===== config.mk =====
export PLATFORM = sky130hd
export DESIGN_NAME = sub_serial
export DESIGN_NICKNAME = d
export VERILOG_FILES = /design/src/rtl/sub_serial.sv
export SDC_FILE = /design/constraint.sdc
export NUM_CORES = 1
export LEC_CHECK = 0
export ABC_AREA = 1
export ABC_CLOCK_PERIOD_IN_PS = 1600
export CORE_MARGIN = 2
export CORE_UTILIZATION = 45
export CTS_CLUSTER_SIZE = 24
export DETAILED_ROUTE_END_ITERATION = 10
export PLACE_DENSITY = 0.77
export SETUP_SLACK_MARGIN = 0.3
export SYNTH_ARGS = -nofsm -noshare
export SYNTH_HDL_FRONTEND = slang
export SYNTH_SLANG_ARGS = --single-unit

===== constraint.sdc =====
create_clock -name clk -period 1.6 [get_ports clk]
set_input_delay 0.4 -clock clk [delete_from_list [all_inputs] [get_ports clk]]
set_output_delay 0.4 -clock clk [all_outputs]
set_load 0.1 [all_outputs]

===== src/rtl/sub_serial.sv =====
// Bit-serial subtractor: captures a and b, shifts out a - b LSB-first one bit per
// cycle, then holds the difference and final borrow until released.
module sub_serial #(
    parameter int WIDTH = 8,
    parameter int CNT_W = 3
) (
    input  logic             clk,
    input  logic             rst,
    input  logic             en,
    input  logic [WIDTH-1:0] a,
    input  logic [WIDTH-1:0] b,
    output logic [WIDTH-1:0] out,
    output logic             done,
    output logic             borrow_out,
    output logic [1:0]       state_o
);

    // Handshake: en is a level request. A capture happens on the rising edge where
    // en=1 in IDLE; en=1 in DONE only releases back to IDLE (no capture that edge).
    typedef enum logic [1:0] {
        IDLE = 2'b00,
        SUB  = 2'b01,
        DONE = 2'b10
    } state_t;

    state_t             state_q, state_d;
    logic [WIDTH-1:0]   a_q, a_d;
    logic [WIDTH-1:0]   b_q, b_d;
    logic [WIDTH-1:0]   out_q, out_d;
    logic [CNT_W-1:0]   count_q, count_d;
    logic               borrow_q, borrow_d;
    logic               diff_bit;

    assign diff_bit = a_q[0] ^ b_q[0] ^ borrow_q;

    always_ff @(posedge clk or posedge rst) begin
        if (rst) begin
            state_q  <= IDLE;
            a_q      <= '0;
            b_q      <= '0;
            out_q    <= '0;
            count_q  <= '0;
            borrow_q <= 1'b0;
        end else begin
            state_q  <= state_d;
            a_q      <= a_d;
            b_q      <= b_d;
            out_q    <= out_d;
            count_q  <= count_d;
            borrow_q <= borrow_d;
        end
    end

    always_comb begin
        state_d  = state_q;
        a_d      = a_q;
        b_d      = b_q;
        out_d    = out_q;
        count_d  = count_q;
        borrow_d = borrow_q;
        case (state_q)
            IDLE: begin
                if (en) begin
                    a_d      = a;
                    b_d      = b;
                    out_d    = '0;
                    count_d  = '0;
                    borrow_d = 1'b0;
                    state_d  = SUB;
                end
            end
            SUB: begin
                // Each new bit enters at the MSB so the first (LSB) bit ends at out[0].
                out_d    = {diff_bit, out_q[WIDTH-1:1]};
                borrow_d = (~a_q[0] & b_q[0]) | (~(a_q[0] ^ b_q[0]) & borrow_q);
                a_d      = a_q >> 1;
                b_d      = b_q >> 1;
                count_d  = count_q + CNT_W'(1);
                if (count_q == CNT_W'(WIDTH - 1)) begin
                    state_d = DONE;
                end
            end
            DONE: begin
                if (en) begin
                    state_d = IDLE;
                end
            end
            default: state_d = IDLE;
        endcase
    end

    assign out        = out_q;
    assign done       = (state_q == DONE);
    assign borrow_out = (state_q == DONE) & borrow_q;
    assign state_o    = state_q;

endmodule


Run 1, routing congestion map:
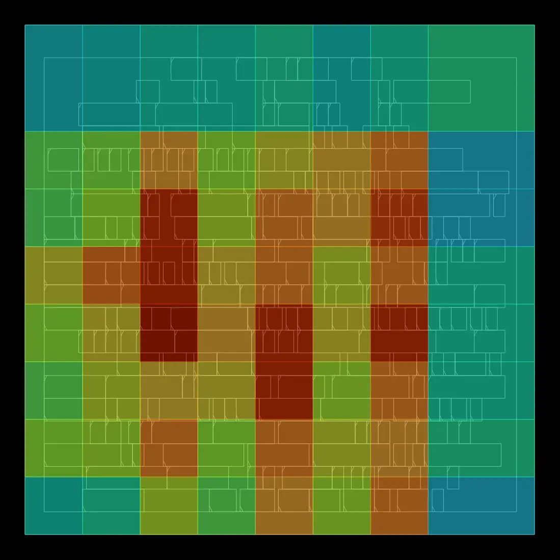
GR Util met1: 0.276
GR peak layer: met2

Run 1, cell classes on the final placement:
The bar under the picture is 20 µm long. Fill, decap, tap and diode cells in gray.
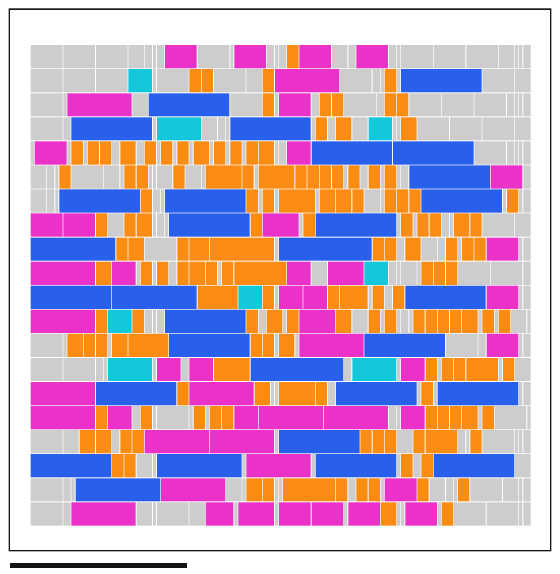
legend:
  clock drivers and dummy loads:
    color: cyan
    cells: 8
    share_of_their_area: 3.6%
  all other logic:
    color: orange
    cells: 156
    share_of_their_area: 34%
  other buffers and delay cells:
    color: magenta
    cells: 48
    share_of_their_area: 28%
  flip-flops:
    color: blue
    cells: 30
    share_of_their_area: 35%
Row Count: 20
Core ar.: 3080 µm²
sequential cell area share: 0.341

==> changes_impl.md, run 1 <==
### Changed

* Seq pwr at 1.41 mW
* Logic Gate Count at 118
* DRT met1 WL at 1600 µm
* Number of global-route vias before repair at 1,355
* Detailed-route wire length at 3740 µm
* Worst slack, placed at -0.298 ns
* Tap Cells at 44
* Clock skew at 0.00681 ns
* FILL cells at 208
* Signal buf overhead at 0.271
* Wire per inst at 13.1 µm
* Vias per std cell at 4.71
* Cell area leaders: dfrtp_1, nand2_1, inv_1
* Synth area leader: dfrtp_1
* Met3 usage at 0.0462
* Hold_buf cts at 0
* IO Count at 31
* CTS sink count at 30
* Lkg Pwr at 1.18 nW
* PnR Total Power at 4.95 mW
* Setup tns final at -0.194 ns
* Type of origin of the critical path: flip-flop
* Die W at 61.0 µm
* Area grow syn2layout at 52.8%
* Bufs w/o clock at 48
* Final Hold Violating Endpoints at 0
* Critical path origin: state_o[0]
* Max clock buf depth at 2
* WP data arrival at 1.31 ns
* DR pass1 iterations at 4
* CTS clock-pin slew for the worst setup and hold paths at 0.10 ns
* Gpl congestion at 0.763
* Via count of the routed design at 1,347
* CLK BUF at 8
* Logic area at 591 µm²
* Fp util at 0.476
* Worst vdd ir at 1750 µV
* Yosys stat cell total at 190
* WS Path Type: reg -> out
* OpenROAD warning count at 29
* Initial antenna violation count at 0
* HP Class: in -> async
* Reg2reg start: state_o[0]
* Switching Fraction at 0.479
* Nets at 263
* Least-Margin Pin Slew at 0.503 ns
* Comb area share at 0.264
* Logic power comb at 2.97 mW
* Post-DRT Antenna Nets at 0
* Uppermost routed layer: met4
* Reg2reg setup slack at 0.22 ns
* Syn Area/Cell at 7.70 µm²
* Tmin final at 1.71 ns
* CTS Buf Count at 5
* Post-route clock period utilization at 1.07
* Final setup margin at -0.106 ns
* Synthesis Warnings at 0
* Mux share at 0
* Top Layout Cells: nand2_1, inv_1, dfrtp_1, clkdlybuf4s50_1, buf_12
* Synth Register Bits at 30
* R2r worst-path depth at 5
* Die height at 61.0 µm
* Final Hold Slack at 0.403 ns
* Final sequential cell count at 30
* Iteration-0 DRC Markers at 62
* Most frequent logic cell in the layout: nand2_1
* Worst flop-to-flop path endpoint: b_q[7]
* Total track usage at 0.226
* PD cells at 2210 nW/µm²
* Top class by area: registers
* Area reported by Yosys stat at 1460 µm²
* Ant. Diodes at 0
* Rel. slew slack at 0.665
* Final Setup Violations at 2
* Distinct lib cells at 18
* Non-CTS inverters at 38
* Net Count, Synth at 212
* Clk. pwr at 0.568 mW
* Failing checks: negative setup slack
* Unrepaired setup endpoints after global routing: true
* Final HPWL DP at 2000 µm
* Grt ovf at 0
* Outcome: complete, but fails checks
* CTS tree: built
* Critical path endpoint category: primary output
* Max FO, Critical Path at 5
* Reg power frac at 0.285
* Largest net degree at the start of global routing at 31
* Max H-tree Level at 2
Run 1, sequential cells colored by netlist name:
The bar under the picture is 20 µm long. Other sequential cells in the stronger gray, the rest of the logic in the fainter gray.
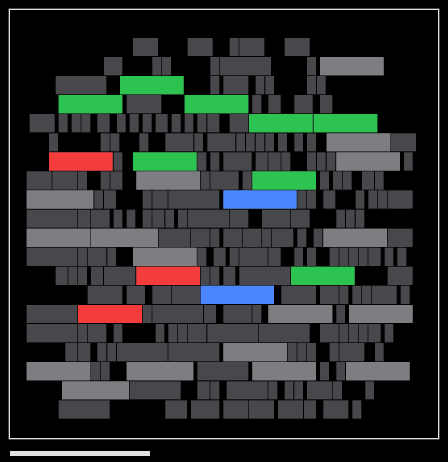
legend:
  b_q:
    color: green
    flops: 8
  count_q:
    color: red
    flops: 3
  state_o:
    color: blue
    flops: 2
not colored: 17

Run 1, signal wires by layer:
The bar under the picture is 20 µm long. Only two layers are drawn.
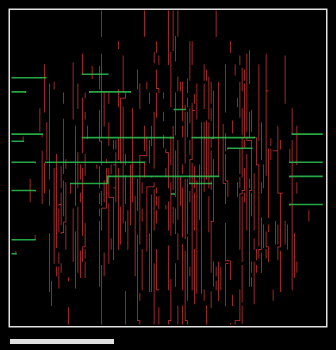
legend:
  met2:
    color: red
    wire_length: 1,920 µm
  met3:
    color: green
    wire_length: 157 µm

## run 1: metrics by stage
stage                     instances  cell area, µm²
after floorplan                 190            1520
after detailed placement        262            1970
final                           286            2240
after CTS                       283            2200
after global routing            286            2240
after global placement          262            1970
## run 1: critical path, cell delays in order (launching register included)
cell	delay, ns
dfrtp_4	0.53
nor3_4	0.24
buf_12	0.21
## run 1: synth_stat cells
library cell	count
o21ai_2	1
nor2_1	3
ha_1	2
inv_1	37
buf_6	1
a21oi_1	1
buf_2	2
nor2_2	1
fa_1	1
o21ai_0	11
nand3_1	15
nand2_4	1
dfrtp_1	30
inv_2	1
nor3_1	1
buf_4	3
nor2_4	1
nand2_1	78
## run 1: repair_timing
item,in CTS,in global routing
pin swaps,1,4
setup buffers,12,2
endpoints found under the setup margin,40,37
gates resized,6,11
gates cloned,1,1
==> inputs of run 2 (changes only) <==
- CORE_UTILIZATION: 45 -> 54
- PLACE_DENSITY: 0.77 -> 0.89
Run 2, routing congestion map:
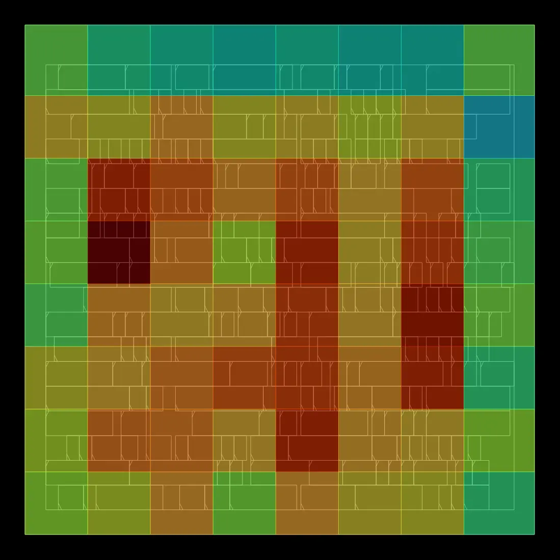
fin util: 0.872
GR Util met1: 0.325

Run 2, cell area per tile:
11 x 11 tiles, from black (low) to pale yellow (high), 0 to 100% covered.
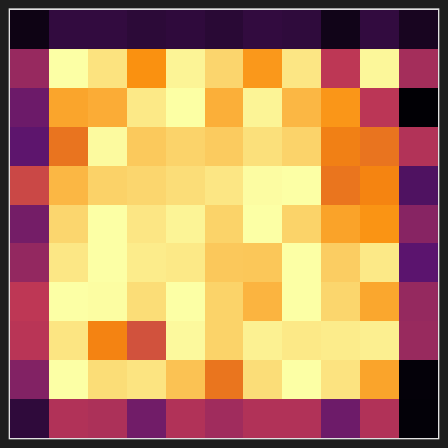
emptiest ninth of the die: north-east
nearly empty tiles: 2.5%
tiles over 75% full: 59%
fullest tile: 100%
mean over tiles: 69%

==> run 2 against run 1 <==
The flow still finishes with violations (negative setup slack); fmax increased by 1.7%; sequential power increased by 3%; wire length increased by 17%; non-clock buffer count increased by 3; critical endpoint unchanged; combinational power increased by 5%; register-to-register slack got worse by 0.14 ns; design area decreased by 1.7%; largest cell class unchanged; synthesized cell count unchanged; clock power decreased by 14%; largest power group unchanged; synthesized area unchanged; first-iteration DRC count increased by 19%.
==> changes_impl.md, run 2 <==
### Changed

* CTS sink count at 30 (unchanged)
* Area grow syn2layout at 50.2%
* Rel. slew slack at 0.597 (-0.0684)
* Net Count, Synth at 212 (unchanged)
* # resized after CTS at 9 (+3)
* Final Setup Violations at 4 (+2)
* Cell count after placement at 248 (-5.3%)
* Worst slack, placed at -0.274 ns (+0.0244 ns)
* Nets at 264 (+0.38%)
* Outcome: complete, but fails checks
* Mux share at 0 (unchanged)
* WS Path Type: reg -> out
* Total track usage at 0.273 (+0.0469)
* Signal buf overhead at 0.273 (+0.00194)
* Tap Cells at 30 (-32%)
* Detailed-route wire length at 4380 µm (+17%)
* Top class by area: registers
* Hold_buf cts at 0 (unchanged)
* Failing checks: negative setup slack
* Post-DRT Antenna Nets at 0 (unchanged)
* DRT met1 WL at 1690 µm (+5.2%)
* Max clock buf depth at 2 (unchanged)
* Distinct lib cells at 18 (unchanged)
* Final sequential cell count at 30 (unchanged)
* Uppermost routed layer: met4
* Final Hold Slack at 0.407 ns (+0.00379 ns)
* Number of global-route vias before repair at 1,449 (+6.9%)
* Final setup margin at -0.0780 ns (+0.0283 ns)
* Clk. pwr at 0.489 mW (-14%)
* Max FO, Critical Path at 5 (unchanged)
* Bufs w/o clock at 51 (+6.3%)
* CTS clock-pin slew for the worst setup and hold paths at 0.10 ns (about the same)
* Synth Register Bits at 30 (unchanged)
* Lkg Pwr at 1.17 nW (-0.46%)
* Switching Fraction at 0.501 (+0.0222)
* Synthesis Warnings at 0 (unchanged)
* OpenROAD warning count at 29 (unchanged)
* Wire per inst at 16.1 µm (+23%)
* Type of origin of the critical path: flip-flop
* Non-CTS inverters at 38 (unchanged)
* Fp util at 0.580 (+0.105)
* IO Count at 31 (unchanged)
Run 2, cell classes on the final placement:
The bar under the picture is 20 µm long. Fill, decap, tap and diode cells in gray.
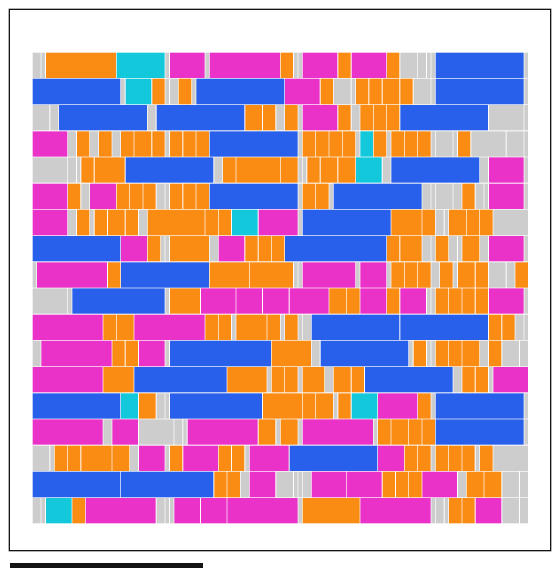
legend:
  flip-flops:
    color: blue
    cells: 30
    share_of_their_area: 35%
  clock drivers and dummy loads:
    color: cyan
    cells: 8
    share_of_their_area: 2.8%
  all other logic:
    color: orange
    cells: 154
    share_of_their_area: 34%
  other buffers and delay cells:
    color: magenta
    cells: 51
    share_of_their_area: 28%
post-route cell area: 2200 µm²
sequential cell area share: 0.347
Row Count: 18
Core ar.: 2520 µm²

## run 2: netlist changes by cell type in the layout (fill, tap and decap cells not counted), moves of 2 or more
cell      before  now
buf_12        15   12
buf_4         11   16
clkbuf_8       3    1
inv_2          2    0
nand3_1       13   15
nand3_2        2    0
o21ai_0        5    1
o21ai_2        1    4
## run 2: worst max-delay path, stage by stage, from the launching register on
cell	delay, ns
dfrtp_4	0.45
inv_6	0.06
nor3_4	0.21
buf_12	0.20
## run 2: final timing paths
path	from	to	slack (ns)	depth (start not counted)
max in group asynchronous	rst	state_o[0]	0.89	3
max reg2reg	state_o[0]	out[5]	0.08	4
max	state_o[1]	borrow_out	-0.08	3
min reg2reg	b_q[5]	b_q[5]	0.50	2
min in group clk	b_q[5]	b_q[5]	0.50	2
min	rst	state_o[1]	0.41	3
==> inputs of run 3 (changes only) <==
- ABC_CLOCK_PERIOD_IN_PS: 1600 -> 2050
- CORE_ASPECT_RATIO: not set -> 0.75
- PLACE_DENSITY: 0.89 -> not set
- PLACE_DENSITY_LB_ADDON: not set -> 0.12
- clock period: 1.6 -> 2.05 ns (I/O delays scaled with it)
Run 3, sequential cells colored by netlist name:
The bar under the picture is 20 µm long. Other sequential cells in the stronger gray, the rest of the logic in the fainter gray.
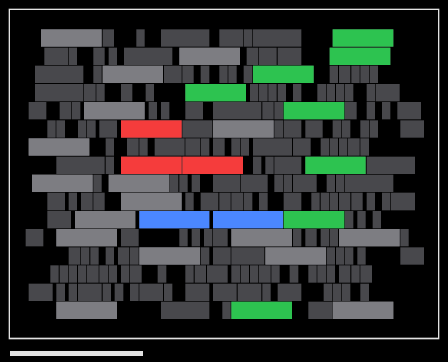
legend:
  state_o:
    color: blue
    flops: 2
  count_q:
    color: red
    flops: 3
  b_q:
    color: green
    flops: 8
Flop area: 758 µm²
seq pwr: 1.08 mW
sequential cell area share: 0.383
fin util: 0.762

Run 3, cell classes on the final placement:
The bar under the picture is 20 µm long. Fill, decap, tap and diode cells in gray.
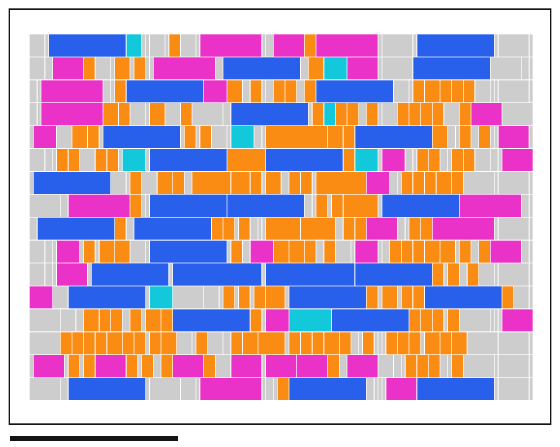
legend:
  all other logic:
    color: orange
    cells: 154
    share_of_their_area: 36%
  flip-flops:
    color: blue
    cells: 30
    share_of_their_area: 39%
  other buffers and delay cells:
    color: magenta
    cells: 36
    share_of_their_area: 22%
  clock drivers and dummy loads:
    color: cyan
    cells: 8
    share_of_their_area: 3.1%

==> run 3 against run 2 <==
The run now ends clean; total power down 34%; setup slack improved by 0.39 ns; largest cell class unchanged; critical path depth is the same; synthesized cell count is the same; critical path type unchanged; highest routed layer unchanged; clock power is 25% lower; global-route usage fell by 4.0 points; wire length down 27%; sequential share of layout area is 3.5 points higher; flip-flop count stayed put; hold slack better by 0.042 ns; die area increased by 0.14%; largest power group unchanged.
==> changes_impl.md, run 3 <==
### Changed

* Outcome: complete, no violations
* Worst slack, placed at 0.234 ns (+0.508 ns)
* DRT met1 WL at 1450 µm (-14%)
* Placed Area at 1890 µm²
* EDFF count, synth at 0
* Max FO, Critical Path at 5 (unchanged)
* Signal buf overhead at 0.216 (-0.0573)
* Synthesis Warnings at 0 (unchanged)
* Max clock buf depth at 2 (unchanged)
* Synth cell count leaders: nand2_1, inv_1, dfrtp_1
* Distinct lib cells at 18 (unchanged)
* Fp util at 0.563 (-0.0179)
* Fraction of registers with async set/reset at 1.00
* Post-route cell area at 1980 µm² (-9.8%)
* Buf+Inv Stages, Crit Path at 2 (unchanged)
* Die Area at 3150 µm²
* Clk. pwr at 0.368 mW (-25%)
* CTS sink count at 30 (unchanged)
* Net Count, Synth at 212 (unchanged)
* Final Setup Violations at 0 (-4)
* Critical path's top delay family: flip-flops
* Die height at 49.1 µm
* Non-CTS inverters at 38 (unchanged)
* Uppermost routed layer: met4
* Hold_buf cts at 0 (unchanged)
* CP max stage cell: dfrtp_4
* Post-DRT Antenna Nets at 0 (unchanged)
* OpenROAD warning count at 29 (unchanged)
* WS Path Type: reg -> out
* Nets at 249 (-5.7%)
* Ant. Diodes at 0
* Synth Register Bits at 30 (unchanged)
* Core ar. at 2600 µm² (+3.2%)
* Area grow syn2layout at 35.4%
* Type of origin of the critical path: flip-flop
* Cell Chain, Critical Path: inv_4 -> nor3_4 -> buf_12
* Worst path max stage delay at 0.43 ns (-0.02 ns)
* Tap Cells at 36 (+20%)
* Number of global-route vias before repair at 1,198 (-17%)
* Row Count at 16 (-2)
* Cell count after placement at 252 (+1.6%)
* Final sequential cell count at 30 (unchanged)
* Top class by area: registers
* Final Hold Slack at 0.449 ns (+0.0422 ns)
* R2r worst-path depth at 5 (+1)
* Bufs w/o clock at 36 (-29%)
* CTS clock-pin slew for the worst setup and hold paths at 0.09 ns (about the same)
* Lkg Pwr at 1.08 nW (-8.1%)
* IO Count at 31 (unchanged)
Run 3, routing congestion map:
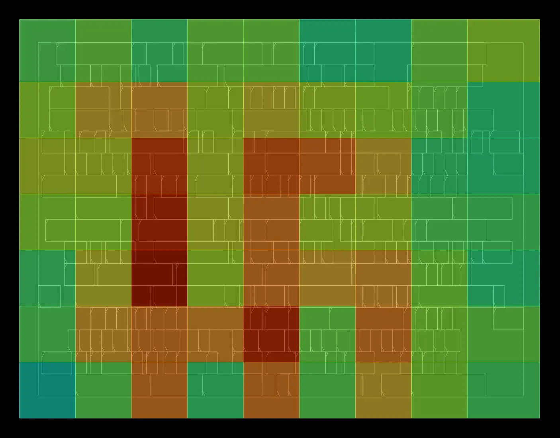
grt met2 use: 0.361
wire per inst: 12.1 µm
GR Util met1: 0.330
total track usage: 0.233
met3 usage: 0.0577

run 3: cell count changes in the layout (fill, tap and decap cells not counted), sizes merged:
cell / delta
buf: -15
run 3: final timing paths:
path,from,endpoint,slack [ns]
max in group asynchronous,rst,state_o[1],1.15
hold / removal,rst,out[0],0.45
setup reg to reg,state_o[0],a_q[0],0.60
min in group clk,count_q[0],count_q[0],0.48
hold reg to reg,count_q[0],count_q[0],0.48
setup / recovery,state_o[1],borrow_out,0.31
run 3: kinds of logic (layout without fill, tap and decap cells):
group / after synthesis / in the layout / share of synthesized area
buffers and inverters: 44 / 82 / 0.127
adders and majority gates: 3 / 3 / 0.0308
AOI/OAI and AO/OA: 13 / 13 / 0.0470
and+or+nand+nor: 100 / 100 / 0.282
DFF: 30 / 30 / 0.513
Power figures rest on the tool's default switching activity, not on a simulated workload.
